### config.mk
export PLATFORM = sky130hd
export DESIGN_NAME = axi_led_ctrl_m
export DESIGN_NICKNAME = d
export VERILOG_FILES = /design/src/rtl/axi_led_ctrl_m.sv
export SDC_FILE = /design/constraint.sdc
export NUM_CORES = 1
export LEC_CHECK = 0
export CAP_MARGIN = 10
export CORE_AREA = 2 2 123 125
export CTS_BUF_LIST = sky130_fd_sc_hd__clkbuf_4 sky130_fd_sc_hd__clkbuf_8
export CTS_CLUSTER_DIAMETER = 80
export CTS_CLUSTER_SIZE = 28
export DETAILED_ROUTE_END_ITERATION = 10
export DIE_AREA = 0 0 125 127
export PLACE_DENSITY = 0.9
export SLEW_MARGIN = 20
export SYNTH_ARGS = -nofsm -noshare
export SYNTH_HDL_FRONTEND = slang
export SYNTH_SLANG_ARGS = --single-unit
### constraint.sdc
create_clock -name i_clk -period 3.52 [get_ports i_clk]
set_input_delay 0.352 -clock i_clk [delete_from_list [all_inputs] [get_ports i_clk]]
set_output_delay 0.352 -clock i_clk [all_outputs]
set_load 0.01 [all_outputs]
### src/rtl/axi_led_ctrl_m.sv
// AXI3 slave register file (CTRL/VALUE/PERIOD/ID) driving LED_W LEDs in
// static, blink or rotate-left mode, advanced by a programmable tick.
module axi_led_ctrl_m #(
  parameter int unsigned      LED_W      = 8,
  parameter logic [LED_W-1:0] RESET_PAT  = LED_W'(8'h55),
  parameter int unsigned      PRESCALE_W = 24,
  parameter int unsigned      ID_W       = 12
) (
  input  logic                  i_clk,
  input  logic                  i_rst_n,
  input  logic                  i_AWVALID,
  input  logic [ID_W-1:0]       i_AWID,
  input  logic [31:0]           i_AWADDR,
  input  logic [3:0]            i_AWLEN,
  output logic                  o_AWREADY,
  input  logic                  i_WVALID,
  input  logic [ID_W-1:0]       i_WID,
  input  logic [31:0]           i_WDATA,
  input  logic [3:0]            i_WSTRB,
  input  logic                  i_WLAST,
  output logic                  o_WREADY,
  output logic                  o_BVALID,
  output logic [ID_W-1:0]       o_BID,
  output logic [1:0]            o_BRESP,
  input  logic                  i_BREADY,
  input  logic                  i_ARVALID,
  input  logic [ID_W-1:0]       i_ARID,
  input  logic [31:0]           i_ARADDR,
  input  logic [3:0]            i_ARLEN,
  output logic                  o_ARREADY,
  output logic                  o_RVALID,
  output logic [ID_W-1:0]       o_RID,
  output logic [31:0]           o_RDATA,
  output logic [1:0]            o_RRESP,
  output logic                  o_RLAST,
  input  logic                  i_RREADY,
  output logic [LED_W-1:0]      o_led
);

  localparam logic [1:0]  RESP_OKAY   = 2'b00;
  localparam logic [1:0]  RESP_SLVERR = 2'b10;
  localparam logic [31:0] ID_VAL      = 32'h1ED0_0000 | 32'(LED_W);

  typedef enum logic [1:0] {W_IDLE = 2'd0, W_DATA = 2'd1, W_RESP = 2'd2} wstate_e;
  typedef enum logic       {R_IDLE = 1'b0, R_DATA = 1'b1} rstate_e;

  function automatic logic [31:0] merge_strb(input logic [31:0] old_v, input logic [31:0] new_v,
                                             input logic [3:0] strb);
    logic [31:0] res;
    for (int b = 0; b < 4; b++) begin
      if (strb[b]) res[8*b +: 8] = new_v[8*b +: 8];
      else         res[8*b +: 8] = old_v[8*b +: 8];
    end
    return res;
  endfunction

  function automatic logic [LED_W-1:0] rotl1(input logic [LED_W-1:0] p);
    return (p << 1) | (p >> (LED_W - 1));
  endfunction

  wstate_e wstate_q, wstate_d;
  rstate_e rstate_q, rstate_d;
  logic [ID_W-1:0] awid_q, awid_d, rid_q, rid_d;
  logic [9:0] waddr_q, waddr_d;
  logic wfirst_q, wfirst_d, werr_q, werr_d;
  logic awready_q, awready_d, wready_q, wready_d, bvalid_q, bvalid_d;
  logic [1:0] bresp_q, bresp_d, rresp_q, rresp_d;
  logic arready_q, arready_d, rvalid_q, rvalid_d, rlast_q, rlast_d;
  logic [3:0] rbeat_q, rbeat_d;
  logic [31:0] rdata_q, rdata_d, rd_word_s;
  logic rd_hit_s, reg_we_s, wr_ctrl_s, wr_value_s, wr_period_s, tick_s;
  logic [1:0] mode_q, mode_d;
  logic [LED_W-1:0] value_q, value_d, pat_q, pat_d, led_q, led_d;
  logic [PRESCALE_W-1:0] period_q, period_d, cnt_q, cnt_d;
  logic phase_q, phase_d;
  logic unused_s;

  wire aw_hs_s = awready_q & i_AWVALID;
  wire w_hs_s  = wready_q & i_WVALID;
  wire b_hs_s  = bvalid_q & i_BREADY;
  wire ar_hs_s = arready_q & i_ARVALID;
  wire r_hs_s  = rvalid_q & i_RREADY;

  assign unused_s = ^{i_AWADDR[31:12], i_AWADDR[1:0], i_ARADDR[31:12], i_ARADDR[1:0], i_WID};

  // Write channel FSM: address latch, beat-0 register write, drain, response
  always_comb begin
    wstate_d = wstate_q;
    awid_d   = awid_q;
    waddr_d  = waddr_q;
    wfirst_d = wfirst_q;
    werr_d   = werr_q;
    reg_we_s = 1'b0;
    case (wstate_q)
      W_IDLE: begin
        if (aw_hs_s) begin
          awid_d   = i_AWID;
          waddr_d  = i_AWADDR[11:2];
          wfirst_d = 1'b1;
          werr_d   = (i_AWLEN != 4'd0) || (i_AWADDR[11:2] > 10'd3);
          wstate_d = W_DATA;
        end else begin
          wstate_d = W_IDLE;
        end
      end
      W_DATA: begin
        if (w_hs_s) begin
          reg_we_s = wfirst_q;
          wfirst_d = 1'b0;
          if (i_WLAST) wstate_d = W_RESP;
          else         wstate_d = W_DATA;
        end else begin
          wstate_d = W_DATA;
        end
      end
      W_RESP: begin
        if (b_hs_s) wstate_d = W_IDLE;
        else        wstate_d = W_RESP;
      end
      default: wstate_d = W_IDLE;
    endcase
    awready_d = (wstate_d == W_IDLE);
    wready_d  = (wstate_d == W_DATA);
    bvalid_d  = (wstate_d == W_RESP);
    bresp_d   = ((wstate_d == W_RESP) && werr_d) ? RESP_SLVERR : RESP_OKAY;
  end

  // Register file and LED engine; o_led is computed from next-state values
  always_comb begin
    wr_ctrl_s   = reg_we_s && (waddr_q == 10'd0);
    wr_value_s  = reg_we_s && (waddr_q == 10'd1);
    wr_period_s = reg_we_s && (waddr_q == 10'd2);
    if (wr_ctrl_s) mode_d = 2'(merge_strb({30'd0, mode_q}, i_WDATA, i_WSTRB));
    else           mode_d = mode_q;
    if (wr_value_s) value_d = LED_W'(merge_strb(32'(value_q), i_WDATA, i_WSTRB));
    else            value_d = value_q;
    if (wr_period_s) period_d = PRESCALE_W'(merge_strb(32'(period_q), i_WDATA, i_WSTRB));
    else             period_d = period_q;
    tick_s = (cnt_q == period_q);
    if (wr_ctrl_s || wr_period_s) begin
      cnt_d   = {PRESCALE_W{1'b0}};
      phase_d = 1'b0;
      pat_d   = value_d;
    end else begin
      if (tick_s) cnt_d = {PRESCALE_W{1'b0}};
      else        cnt_d = cnt_q + PRESCALE_W'(1);
      // A register write in the tick cycle swallows that tick's effect
      if (wr_value_s) begin
        phase_d = phase_q;
        pat_d   = value_d;
      end else if (tick_s) begin
        phase_d = ~phase_q;
        pat_d   = rotl1(pat_q);
      end else begin
        phase_d = phase_q;
        pat_d   = pat_q;
      end
    end
    case (mode_d)
      2'd1:    led_d = phase_d ? {LED_W{1'b0}} : value_d;
      2'd2:    led_d = pat_d;
      default: led_d = value_d;
    endcase
  end

  // Read channel FSM: sample register at AR handshake, then emit ARLEN+1 beats
  always_comb begin
    case (i_ARADDR[11:2])
      10'd0:   begin rd_word_s = {30'd0, mode_q};  rd_hit_s = 1'b1; end
      10'd1:   begin rd_word_s = 32'(value_q);     rd_hit_s = 1'b1; end
      10'd2:   begin rd_word_s = 32'(period_q);    rd_hit_s = 1'b1; end
      10'd3:   begin rd_word_s = ID_VAL;           rd_hit_s = 1'b1; end
      default: begin rd_word_s = 32'd0;            rd_hit_s = 1'b0; end
    endcase
    rstate_d = rstate_q;
    rid_d    = rid_q;
    rbeat_d  = rbeat_q;
    rdata_d  = rdata_q;
    rresp_d  = rresp_q;
    case (rstate_q)
      R_IDLE: begin
        if (ar_hs_s) begin
          rid_d    = i_ARID;
          rbeat_d  = i_ARLEN;
          rdata_d  = rd_word_s;
          rresp_d  = ((i_ARLEN != 4'd0) || !rd_hit_s) ? RESP_SLVERR : RESP_OKAY;
          rstate_d = R_DATA;
        end else begin
          rstate_d = R_IDLE;
        end
      end
      R_DATA: begin
        if (r_hs_s) begin
          rdata_d = 32'd0;
          if (rbeat_q == 4'd0) begin
            rresp_d  = RESP_OKAY;
            rstate_d = R_IDLE;
          end else begin
            rbeat_d  = rbeat_q - 4'd1;
            rstate_d = R_DATA;
          end
        end else begin
          rstate_d = R_DATA;
        end
      end
      default: rstate_d = R_IDLE;
    endcase
    arready_d = (rstate_d == R_IDLE);
    rvalid_d  = (rstate_d == R_DATA);
    rlast_d   = rvalid_d && (rbeat_d == 4'd0);
  end

  // Write-side state and response flops
  always_ff @(posedge i_clk or negedge i_rst_n) begin
    if (!i_rst_n) begin
      wstate_q  <= W_IDLE;
      awid_q    <= {ID_W{1'b0}};
      waddr_q   <= 10'd0;
      wfirst_q  <= 1'b0;
      werr_q    <= 1'b0;
      awready_q <= 1'b0;
      wready_q  <= 1'b0;
      bvalid_q  <= 1'b0;
      bresp_q   <= RESP_OKAY;
    end else begin
      wstate_q  <= wstate_d;
      awid_q    <= awid_d;
      waddr_q   <= waddr_d;
      wfirst_q  <= wfirst_d;
      werr_q    <= werr_d;
      awready_q <= awready_d;
      wready_q  <= wready_d;
      bvalid_q  <= bvalid_d;
      bresp_q   <= bresp_d;
    end
  end

  // Read-side state and data flops
  always_ff @(posedge i_clk or negedge i_rst_n) begin
    if (!i_rst_n) begin
      rstate_q  <= R_IDLE;
      rid_q     <= {ID_W{1'b0}};
      rbeat_q   <= 4'd0;
      rdata_q   <= 32'd0;
      rresp_q   <= RESP_OKAY;
      arready_q <= 1'b0;
      rvalid_q  <= 1'b0;
      rlast_q   <= 1'b0;
    end else begin
      rstate_q  <= rstate_d;
      rid_q     <= rid_d;
      rbeat_q   <= rbeat_d;
      rdata_q   <= rdata_d;
      rresp_q   <= rresp_d;
      arready_q <= arready_d;
      rvalid_q  <= rvalid_d;
      rlast_q   <= rlast_d;
    end
  end

  // Registers, tick counter and LED output flops
  always_ff @(posedge i_clk or negedge i_rst_n) begin
    if (!i_rst_n) begin
      mode_q   <= 2'd0;
      value_q  <= RESET_PAT;
      period_q <= {PRESCALE_W{1'b0}};
      cnt_q    <= {PRESCALE_W{1'b0}};
      phase_q  <= 1'b0;
      pat_q    <= RESET_PAT;
      led_q    <= RESET_PAT;
    end else begin
      mode_q   <= mode_d;
      value_q  <= value_d;
      period_q <= period_d;
      cnt_q    <= cnt_d;
      phase_q  <= phase_d;
      pat_q    <= pat_d;
      led_q    <= led_d;
    end
  end

  assign o_AWREADY = awready_q;
  assign o_WREADY  = wready_q;
  assign o_BVALID  = bvalid_q;
  assign o_BID     = awid_q;
  assign o_BRESP   = bresp_q;
  assign o_ARREADY = arready_q;
  assign o_RVALID  = rvalid_q;
  assign o_RID     = rid_q;
  assign o_RDATA   = rdata_q;
  assign o_RRESP   = rresp_q;
  assign o_RLAST   = rlast_q;
  assign o_led     = led_q;

endmodule

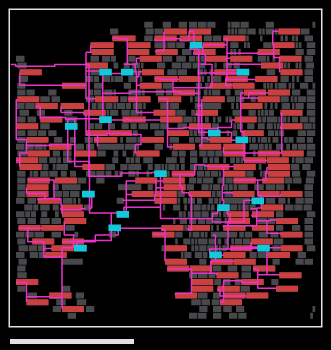
Fig. 1. Routed clock nets over the placement (run 1).
Bar = 50 µm.
[red] flip-flops | count: 150
[magenta] clock wires | length: 1820 µm
[cyan] clock-net drivers | count: 17
routed clock nets: 18
flops lie: widely spread

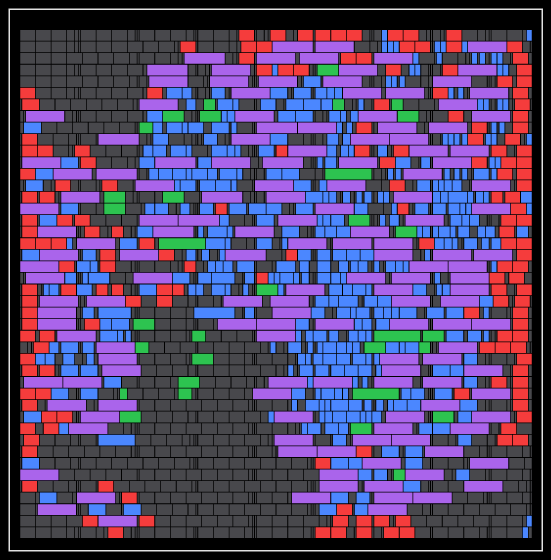
Fig. 2. Cell classes on the final placement (run 1).
Fill, decap, tap and diode cells in gray.
[purple] registers | cells: 150 | share of their area: 43%
[blue] remaining logic cells | cells: 405 | share of their area: 33%
[red] remaining buffers and delay cells | cells: 166 | share of their area: 19%
[green] clock drivers and dummy loads | cells: 32 | share of their area: 5.1%

==> out/results.tsv, run 1 <==
stage	metric	value	unit
sta	finalCritPeriodShare	0.821	
yosys	ys_ff	150	
route	wl	15.5	mm
power_and_ir_drop	max-vdd-ir-drop	0.000397	V
place	numPlacedInstances	904	
sta	worstMarginPinSlew	0.854	ns
global_routing	gr-usage-met1	0.258	
status	outcome	complete, no violations	
yosys	yosys.area_share.simple	0.143	
worst_hold_path	hp-class	in -> reg	
job	tool_warnings	92	
yosys	synthTopLogicFamily	simple AND/OR/NAND/NOR gates	
route	first_iter_violations	398	
floorplan	chipArea	15900	µm²
clocking	tritoncts_num_sinks	150	
power_and_ir_drop	post_layout_total_power	0.00540	W
sta	worst_rel_slew_slack	0.431	
yosys	fa_ha_area_frac	0.00746	
job	max_cap_viols	0	
sta	final.setup_skew	0.0193	ns
layout	final_util	0.618	
place	numPortBuffers	154	
setup_path	cp-start-kind	register	
sta	whs	0.417	ns
clocking	cts_max_path_buffers	2	
route	drcViolationCount	0	
sta	setup_violations	0	
layout	final-instance-count-excl-fill	937	
sta	finalWorstPathRequiredPeriod	2.89	ns
layout	area_added_between_synthesis_and_finish	32.7	%
place	postPlaceCellArea	8460	µm²
yosys	yosys.area_share.xor_xnor	0.0613	
sta	grt_setup_unrepaired	no	
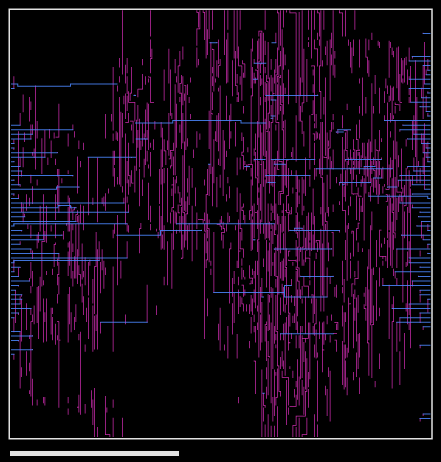
Fig. 3. Routed metal, one color a layer (run 1).
Bar = 50 µm. Two of the layers only.
[blue] M3 | wire length: 1100 µm
[magenta] M2 | wire length: 7520 µm

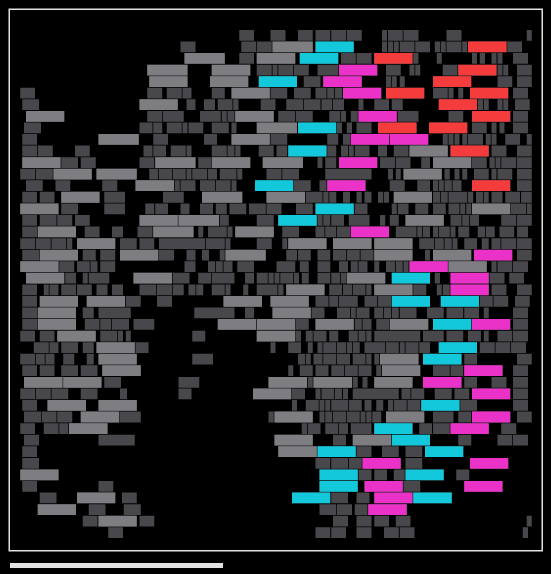
Fig. 4. Register map, names as in the netlist (run 1).
Bar = 50 µm. Other sequential cells in the stronger gray, the rest of the logic in the fainter gray.
[magenta] o_RDATA | sequential cells: 25
[red] o_RID | sequential cells: 12 | where: upper right
[cyan] period_q | sequential cells: 24

[run 1: final timing paths]
check                              to  slack, ns  depth (start not counted)
max in group asynchronous  waddr_q[6]       2.15                          3
hold reg to reg              o_RID[8]       0.48                          2
hold / removal              o_RID[10]       0.42                          3
min in group asynchronous    o_BID[5]       0.52                          2
setup / recovery             o_led[5]       0.63                         10
setup reg to reg             o_led[5]       0.63                         10
[run 1: power by group]
group	internal, W	switching [W]	total (W)	leakage, nW
clock network	0.000830	0.000648	0.00148	0.226
logic	0.000832	0.000750	0.00158	1.92
registers	0.00207	0.000263	0.00234	1.95
[run 1: worst max-delay path: cells and delay by family (launching register included)]
family | cells | cell delay [ns]
AOI/OAI and AO/OA | 3 | 0.69
adders and majority gates | 1 | 0.32
DFF | 1 | 0.42
muxes | 1 | 0.37
and+or+nand+nor | 5 | 0.97
[run 1: Yosys cell counts, types with 10 or more instances]
library cell                 n
sky130_fd_sc_hd__a21oi_1    10
sky130_fd_sc_hd__nand3_1    16
sky130_fd_sc_hd__nor2_1     49
sky130_fd_sc_hd__dfstp_2    12
sky130_fd_sc_hd__xor2_1     38
sky130_fd_sc_hd__clkbuf_1   12
sky130_fd_sc_hd__o21ai_0    13
sky130_fd_sc_hd__nand2_1    64
sky130_fd_sc_hd__dfrtp_1   138
sky130_fd_sc_hd__mux2i_1    12
sky130_fd_sc_hd__nor4_1     10
sky130_fd_sc_hd__inv_1      15
sky130_fd_sc_hd__a22o_1     13
sky130_fd_sc_hd__mux2_2     55
[run 1: final cells by class]
cell class,instances,area share
Tap cell,184,0.0258
Clock buffer,22,0.0312
Inverter,15,0.00632
Clock inverter,10,0.0188
Sequential cell,150,0.423
Timing Repair Buffer,166,0.184
Multi-Input combinational cell,390,0.311
Fig. 5: run 1, clock routing
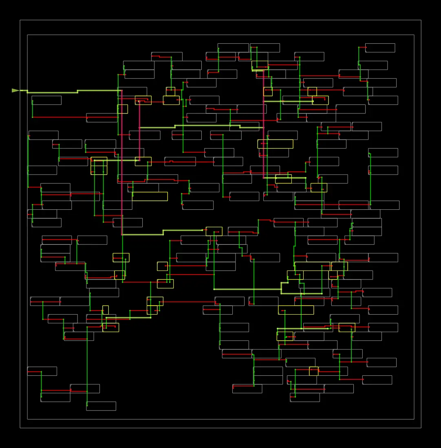

==> run 2, diff against run 1 <==
--- a/config.mk
+++ b/config.mk
@@ -6,13 +6,13 @@
 export NUM_CORES = 1
 export LEC_CHECK = 0
 export CAP_MARGIN = 10
-export CORE_AREA = 2 2 123 125
+export CORE_AREA = 2 2 128 130
 export CTS_BUF_LIST = sky130_fd_sc_hd__clkbuf_4 sky130_fd_sc_hd__clkbuf_8
 export CTS_CLUSTER_DIAMETER = 80
 export CTS_CLUSTER_SIZE = 28
 export DETAILED_ROUTE_END_ITERATION = 10
-export DIE_AREA = 0 0 125 127
-export PLACE_DENSITY = 0.9
+export DIE_AREA = 0 0 130 132
+export PLACE_DENSITY = 0.88
 export SLEW_MARGIN = 20
 export SYNTH_ARGS = -nofsm -noshare
 export SYNTH_HDL_FRONTEND = slang
==> constraint.sdc (replaced) <==
create_clock -name i_clk -period 2.5 [get_ports i_clk]
set_input_delay 0.25 -clock i_clk [delete_from_list [all_inputs] [get_ports i_clk]]
set_output_delay 0.25 -clock i_clk [all_outputs]
set_load 0.01 [all_outputs]
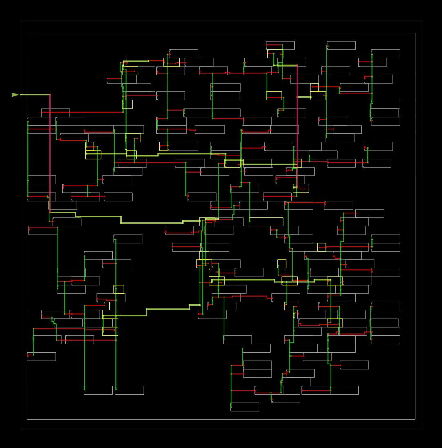
Fig. 6. Clock routing (run 2).
cts bufs inserted: 17
clock network power consumption: 0.00175 W
worst setup skew after layout: 0.0150 ns
FF+latch count: 150

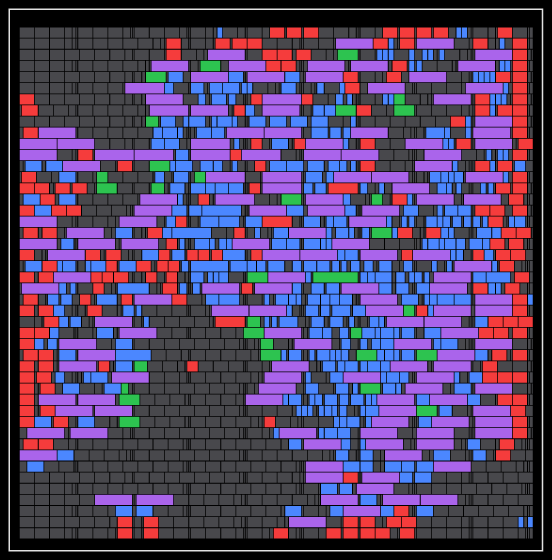
Fig. 7. Cell classes on the final placement (run 2).
Fill, decap, tap and diode cells in gray.
[purple] registers | cells: 150 | share of their area: 42%
[red] remaining buffers and delay cells | cells: 192 | share of their area: 21%
[green] clock drivers and dummy loads | cells: 31 | share of their area: 4.2%
[blue] remaining logic cells | cells: 405 | share of their area: 32%

==> out/results.tsv, run 2 <==
stage	metric	value	unit
status	outcome	finished with violations	
status	violations	negative setup slack	
sta	grt_setup_unrepaired	yes	
layout	seq_share	0.411	
layout	comb-cell-share	0.309	
sta	setup_violations	8	
layout	multiInputCombCellCount	390	
job	max_cap_viols	0	
layout	top_area_cell_class	registers	
power_and_ir_drop	max-vdd-ir-drop	0.000521	V
route	drcViolationCount	0	
route	first_iter_violations	349	
yosys	ys_ff	150	
setup_path	rr_worst_depth	10	
sta	final.setup.worst_slack	-0.131	ns
sta	finalCritPeriodShare	1.05	
floorplan	chipArea	17200	µm²
worst_hold_path	hp-class	in -> reg	
layout	share_of_final_layout_cell_area_taken_by_non_clock_buffers	0.204	
layout	area_share_clock_buf_inv	0.0405	
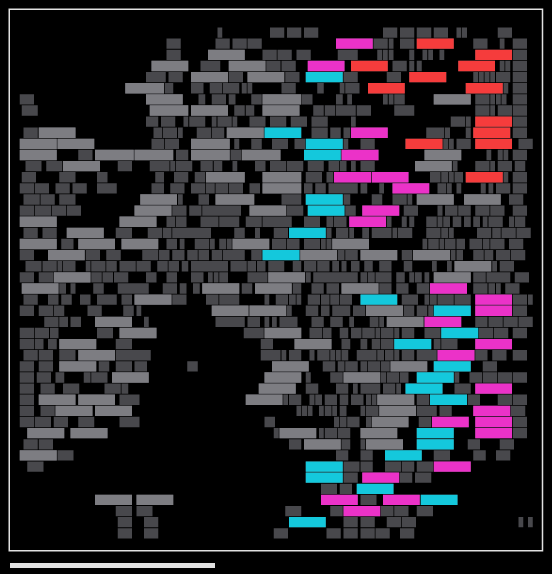
Fig. 8. Register map, names as in the netlist (run 2).
Bar = 50 µm. Other sequential cells in the stronger gray, the rest of the logic in the fainter gray.
FF/Latch Area: 3770 µm²
core occupancy in the finished layout: 0.583
sequential-cell power consumption: 0.00323 W

[run 2: metal layers]
layer  track usage  up-vias  wire [µm]
met5             0        -          0
met4        0.0627        0        192
met3        0.0588       14       1140
met2         0.320      180       7840
met1         0.240     2529       6800
li1              -     2375          -
[run 2: worst register-to-register path, delay by kind of cell, from the launching register on]
| family | cells | cell delay, ns |
|---|---|---|
| compound gates | 3 | 0.65 |
| simple gates | 5 | 0.90 |
| mux | 1 | 0.32 |
| fa+ha+maj | 1 | 0.29 |
| flops | 1 | 0.41 |
[run 2: per-stage QoR]
| stage | setup slack [ns] | hold WS [ns] |
|---|---|---|
| CTS | -0.160 | 0.294 |
| floorplan | -0.172 | -0.0456 |
| global placement | -0.318 | 0.270 |
| global route | -0.285 | 0.314 |
| detailed placement | -0.415 | 0.272 |
| finish | -0.131 | 0.333 |
[run 2: cell families after synthesis]
family,share of synthesized area
other cells,0.000559
compound gates,0.0867
xor+xnor,0.0613
fa+ha+maj,0.00746
flops,0.561
mux,0.110
buf+inv,0.0293
simple gates,0.143
[run 2: final timing paths]
check | startpoint | end | slack, ns
setup / recovery | waddr_q[6] | o_led[5] | -0.13
hold / removal | i_ARID[6] | o_RID[6] | 0.33
setup reg to reg | waddr_q[6] | o_led[5] | -0.13
hold reg to reg | o_RID[1] | o_RID[1] | 0.48
max in group asynchronous | i_rst_n | value_q[2] | 1.46
min in group asynchronous | i_rst_n | o_BID[9] | 0.35
[run 2: report_power, final]
part           switching, W  internal [W]  total (W)
clock              0.000903      0.000847    0.00175
sequential         0.000314       0.00292    0.00323
combinational       0.00117       0.00130    0.00248
total               0.00239       0.00507    0.00746
Power is estimated from default activity; no workload was simulated.
